$ cat config.mk
export PLATFORM = sky130hd
export DESIGN_NAME = password_enroll
export DESIGN_NICKNAME = d
export VERILOG_FILES = /design/src/rtl/password_enroll.sv
export SDC_FILE = /design/constraint.sdc
export NUM_CORES = 1
export LEC_CHECK = 0
export ABC_AREA = 1
export CORE_AREA = 5 5 92 94
export DETAILED_ROUTE_END_ITERATION = 8
export DIE_AREA = 0 0 97 99
export PLACE_DENSITY = 0.76
export SYNTH_ARGS = -nofsm -noshare
export SYNTH_HDL_FRONTEND = slang
export SYNTH_SLANG_ARGS = --single-unit
$ cat constraint.sdc
create_clock -name clk -period 2.6 [get_ports clk]
set_clock_uncertainty 0.2 [all_clocks]
set_input_delay 0.39 -clock clk [delete_from_list [all_inputs] [get_ports clk]]
set_output_delay 0.39 -clock clk [all_outputs]
set_load 0.005 [all_outputs]
$ cat src/rtl/password_enroll.sv
// rtl/password_enroll.sv - keypad password enrollment with confirmation and status digit
//
// Records a CODE_LEN-symbol button sequence, requires it to be re-entered,
// then publishes it on code_out for the sequence checker.
//
// Ports:
//   clk        in   system clock, rising edge
//   reset      in   asynchronous active-low reset
//   prog_req   in   one-cycle pulse, starts enrollment (honoured only in IDLE)
//   btn_pulse  in   one-cycle press pulses {U,D,L,R} = bits [3:0]
//   code_out   out  stored code, symbol k in bits [2k+1:2k]
//   busy       out  high while not IDLE
//   done       out  one-cycle pulse, new code committed
//   err        out  one-cycle pulse, enrollment aborted
//   SSG_D      out  seven-segment status digit gfedcba, active-low
module password_enroll #(
   parameter int                      CODE_LEN     = 4,
   parameter logic [2*CODE_LEN-1:0]   DEFAULT_CODE = 8'hE8,
   parameter int                      TIMEOUT_CYC  = 500000000
) (
   input  logic                    clk,
   input  logic                    reset,
   input  logic                    prog_req,
   input  logic [3:0]              btn_pulse,
   output logic [2*CODE_LEN-1:0]   code_out,
   output logic                    busy,
   output logic                    done,
   output logic                    err,
   output logic [6:0]              SSG_D
);

   localparam int CW = 2 * CODE_LEN;
   localparam int IW = (CODE_LEN > 1) ? $clog2(CODE_LEN) : 1;
   localparam int TW = $clog2(TIMEOUT_CYC + 1);

   localparam logic [IW-1:0] IDX_LAST = IW'(CODE_LEN - 1);
   localparam logic [TW-1:0] TMR_LAST = TW'(TIMEOUT_CYC - 1);
   localparam logic [TW-1:0] TMR_MAX  = '1;

   localparam logic [6:0] SEG_E    = 7'b0000110;
   localparam logic [6:0] SEG_C    = 7'b1000110;
   localparam logic [6:0] SEG_DASH = 7'b0111111;
   localparam logic [6:0] SEG_OK   = 7'b0010000;
   localparam logic [6:0] SEG_BAD  = 7'b0001110;

   typedef enum logic [2:0] {S_IDLE, S_ENTER, S_CONFIRM, S_COMMIT, S_FAIL} state_t;
   typedef enum logic [1:0] {R_NONE, R_OK, R_BAD} result_t;

   state_t          state_q, state_d;
   result_t         last_q, last_d;
   logic [IW-1:0]   idx_q, idx_d;
   logic [TW-1:0]   timer_q, timer_d;
   logic [CW-1:0]   shadow_q, shadow_d;
   logic            mismatch_q, mismatch_d;
   logic [CW-1:0]   code_q, code_d;
   logic            busy_q, busy_d;
   logic            done_q, done_d;
   logic            err_q, err_d;
   logic [6:0]      ssg_q, ssg_d;

   logic            press_valid;
   logic            press_multi;
   logic [1:0]      sym;
   logic            mm;

   // One-hot press to symbol: bit3=U(00), bit2=D(01), bit1=L(10), bit0=R(11).
   assign press_valid = $onehot(btn_pulse);
   assign press_multi = (|btn_pulse) && !press_valid;
   assign sym         = {btn_pulse[1] | btn_pulse[0], btn_pulse[2] | btn_pulse[0]};

   always_comb begin
      state_d    = state_q;
      last_d     = last_q;
      idx_d      = idx_q;
      timer_d    = timer_q;
      shadow_d   = shadow_q;
      mismatch_d = mismatch_q;
      code_d     = code_q;
      done_d     = 1'b0;
      err_d      = 1'b0;
      mm         = mismatch_q | (sym != shadow_q[{idx_q, 1'b0} +: 2]);

      case (state_q)
         S_IDLE: begin
            if (prog_req) begin
               state_d  = S_ENTER;
               idx_d    = '0;
               timer_d  = '0;
               shadow_d = '0;
            end
         end
         S_ENTER, S_CONFIRM: begin
            if (press_multi) begin
               state_d = S_FAIL;
            end else if (press_valid) begin
               timer_d = '0;
               if (state_q == S_ENTER) begin
                  shadow_d[{idx_q, 1'b0} +: 2] = sym;
                  if (idx_q == IDX_LAST) begin
                     state_d    = S_CONFIRM;
                     idx_d      = '0;
                     mismatch_d = 1'b0;
                  end else begin
                     idx_d = idx_q + 1'b1;
                  end
               end else begin
                  // Mismatch is accumulated silently; verdict only after the last symbol.
                  mismatch_d = mm;
                  if (idx_q == IDX_LAST) begin
                     state_d = mm ? S_FAIL : S_COMMIT;
                  end else begin
                     idx_d = idx_q + 1'b1;
                  end
               end
            end else if (timer_q == TMR_LAST) begin
               state_d = S_FAIL;
            end else if (timer_q != TMR_MAX) begin
               timer_d = timer_q + 1'b1;
            end
         end
         S_COMMIT: begin
            code_d  = shadow_q;
            done_d  = 1'b1;
            last_d  = R_OK;
            state_d = S_IDLE;
         end
         S_FAIL: begin
            err_d   = 1'b1;
            last_d  = R_BAD;
            state_d = S_IDLE;
         end
         default: state_d = S_IDLE;
      endcase

      busy_d = (state_d != S_IDLE);

      case (state_d)
         S_ENTER:   ssg_d = SEG_E;
         S_CONFIRM: ssg_d = SEG_C;
         default: begin
            case (last_d)
               R_OK:    ssg_d = SEG_OK;
               R_BAD:   ssg_d = SEG_BAD;
               default: ssg_d = SEG_DASH;
            endcase
         end
      endcase
   end

   always_ff @(posedge clk or negedge reset) begin
      if (!reset) begin
         state_q    <= S_IDLE;
         last_q     <= R_NONE;
         idx_q      <= '0;
         timer_q    <= '0;
         shadow_q   <= '0;
         mismatch_q <= 1'b0;
         code_q     <= DEFAULT_CODE;
         busy_q     <= 1'b0;
         done_q     <= 1'b0;
         err_q      <= 1'b0;
         ssg_q      <= SEG_DASH;
      end else begin
         state_q    <= state_d;
         last_q     <= last_d;
         idx_q      <= idx_d;
         timer_q    <= timer_d;
         shadow_q   <= shadow_d;
         mismatch_q <= mismatch_d;
         code_q     <= code_d;
         busy_q     <= busy_d;
         done_q     <= done_d;
         err_q      <= err_d;
         ssg_q      <= ssg_d;
      end
   end

   assign code_out = code_q;
   assign busy     = busy_q;
   assign done     = done_q;
   assign err      = err_q;
   assign SSG_D    = ssg_q;

endmodule

### Routed metal, one colour a layer

Two of the layers only.
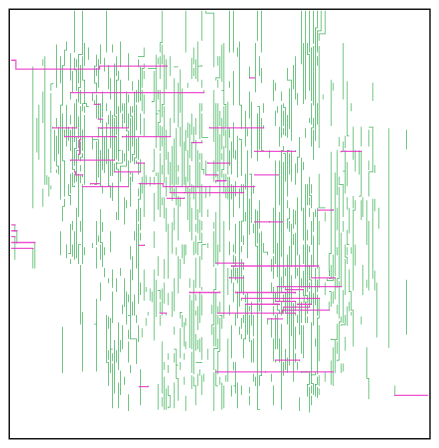
magenta -> met3  # wire length 452 um
green -> met2  # wire length 4,840 um

### Nets reached from selected ports

Scale bar: 20 um.
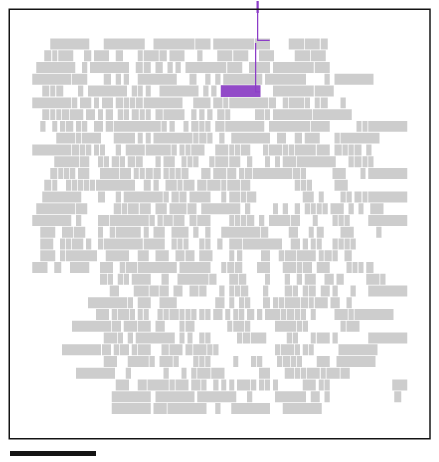
purple -> `err`  # bits 1, direction output, end cells 1, buffers 1, wire 21.7 um

==> flow_metrics.tcl <==
# yosys + openroad results
set metrics [dict create \
    postRouteAntennaNets 0 \
    pwr-share-seq 0.326 \
    place_ws_ns -0.661 \
    cts_resized 21 \
    startpoint_type "primary input" \
    slew_headroom 0.538 \
    grt_usage 0.217 \
    fa_ha_area_frac 0.0364 \
    met3_length_um 451 \
    ys_sh_mux 0 \
    drt-total-wl_um 9970 \
    htreeDepth 3 \
    p_per_area_nw_per_um2 744 \
    outcome "finished clean" \
    met2_usage 0.364 \
    die_h_um 99 \
    cts_hold_buf 1 \
    synth-edff-count 0 \
    min_period_over_period 0.946 \
    clock_latency_ns 0.36 \
    finalNetCount 606 \
    compound_area_frac 0.0981 \
    ff_type "dfrtp_1" \
    holdCritPathClass "reg2reg" \
    numCtsBuffers 9 \
    finalCoreUtilization 0.628 \
    worst_pin_slew_ns 0.692 \
    finalPower_mw 3.54 \
    yosys_warnings 0 \
    row_count 32 \
    syn-cell-area_um2 3990 \
    n_all_buffers 46 \
    yosys_area_um2 3990 \
    logic_family "simple AND/OR/NAND/NOR gates" \
    largest_reg_flops 29 \
    grt_pass1_wl_um 17200 \
    p_leak_nw 2.00 \
    final_cell_mix "nand2_1 (145), nor2_1 (66), inv_1 (54)" \
    grt-busiest-layer "met2" \
    yosysUniqueCellTypes 37 \
    clock_area_frac 0.0421 \
    clock_path_buffers 2 \
    ys_ff 61 \
    vias_per_cell 5.24 \
    lay_top_count "nand2_1" \
    grt_pass1_vias 3648 \
    area.growth.synth_to_final_pct 19.0 \
    clock-root-buffer "clkbuf_8" \
    top_cell_area_share 0.332 \
    yosysTopAreaCell "dfrtp_1" \
    log.warning_count 31 \
    crit_required_ns 2.69 \
    postCtsSetupBuffers 1 \
    grt_start_max_net_pins 33 \
    cp.arrival_ns 2.55 \
    p_int_mw 2.02 \
    synthCells 548 \
    die_area_um2 9600 \
    nonClkBufAreaFrac 0.0922 \
    biggestCellCategory "multi-input combinational cells" \
    grt_use_met1 0.286 \
    logic_gates 405 \
    worstReg2RegEnd "SSG_D[3]" \
    wl_met2_um 4840 \
    setup_violations 0 \
    min_path_cells 2 \
    cts_tree "built" \
    maxPowerGroup "combinational logic" \
    netSwitchingFraction 0.429 \
    min_to "code_out[3]" \
    setup_ws_ns 0.140 \
    num_antenna_cells 0 \
    crit_end "SSG_D[3]" \
    met1Wirelength_um 4510 \
    dr.pass1.iters 4 \
    portBuffers 24 \
    fp_nets 566 \
    nWellTaps 102 \
    async_flop_share 1.00 \
    grt_overflow 0 \
    ioPinCount 25 \
    critPathMaxFanout 3 \
    regMostFlops "timer_q" \
    seq_area_um2 1540 \
    drt_iter0_markers 179 \
    ys_sh_xor 0.0483 \
    p_switching_mw 1.52 \
    routedWlPerCell_um 14.3 \
    drive_above_1_share 0.207 \
    grt_use_met3 0.0318 \
    ys_seq_share 0.385 \
    worst_hold_startpoint "code_out[3]" \
    drcViolationCount 0 \
    timing.final.crit_period_ns 2.46 \
    power_frac_comb 0.424 \
    vias 3644 \
    top_cells_by_area "dfrtp_1 (33%), nand2_1 (15%), nor2_1 (6.5%)" \
    clk_pin_slew_ns 0.07 \
    comb_area_um2 2200 \
    setup.worst_path.class "in2reg" \
    core_um2 7570 \
    n_clock_buffer 11 \
    comb_share 0.464 \
    ys_top_cells_by_count "nand2_1 (163), nor2_1 (69), inv_1 (59)" \
    reg2reg_from "timer_q[1]" \
    cts_sinks 61 \
    fp_util 0.527 \
    n_fill_cell 664 \
    design.seq.count 61 \
    die_x_um 97 \
    ir_worst_vdd_mv 0.579 \
    pg_comb_mw 1.50 \
    hold_viol_final 0 \
    ff2ff_path_depth 13 \
    setup.worst_path.end_class "flip-flop" \
    seq_area_frac 0.323 \
    clock_power_mw 0.885 \
    top_cell "nand2_1" \
    fmax_mhz 406 \
]
### M1 wires

Scale bar: 20 um. Supply wires on this layer in grey. Cells faint in the background.
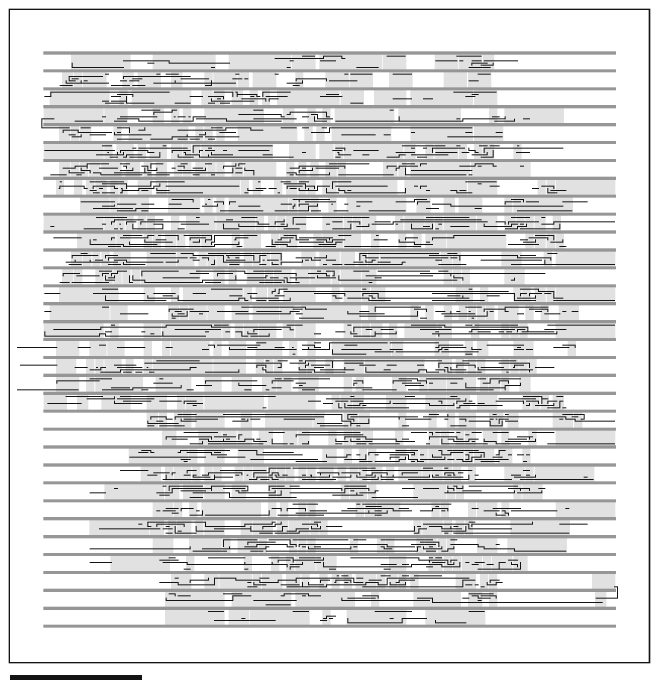
main direction = horizontal
wire length on this layer = 4,510 um
share of all routed wire = 45%

### Where the registers sit

Scale bar: 20 um. Other sequential cells in the stronger grey, the rest of the logic in the fainter grey.
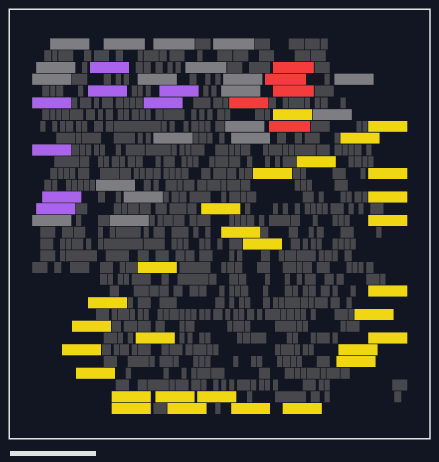
red -> `SSG_D`  # sequential cells 5
purple -> `shadow_q`  # sequential cells 8, where top left
yellow -> `timer_q`  # sequential cells 29
not coloured = 19

-- metrics by stage --
step | std cells | hold WS [ns] | TNS [ns] | cell area (um2)
5_1_grt | 695 | 0.326 | -0.00482 | 4750
3_3_place_gp | 677 | 0.254 | -23.10 | 4460
4_1_cts | 695 | 0.279 | 0 | 4730
6_report | 695 | 0.281 | 0 | 4750
2_1_floorplan | 548 | -0.106 | 0 | 4050
3_5_place_dp | 677 | 0.269 | -25.82 | 4460
-- critical path: stages --
cell and delay, ns:
dlygate4sd2_1 0.20, inv_2 0.04, fa_1 0.50, inv_1 0.04, ha_2 0.31, inv_2 0.04, nor3_4 0.21, inv_2 0.08
nand2_2 0.09, nand2_2 0.06, a21oi_2 0.14, inv_1 0.06, a21oi_2 0.14, nand2_2 0.09, nand2_2 0.10, nor2_2 0.05
No activity file was given, so power comes from the tool's default toggle rates.
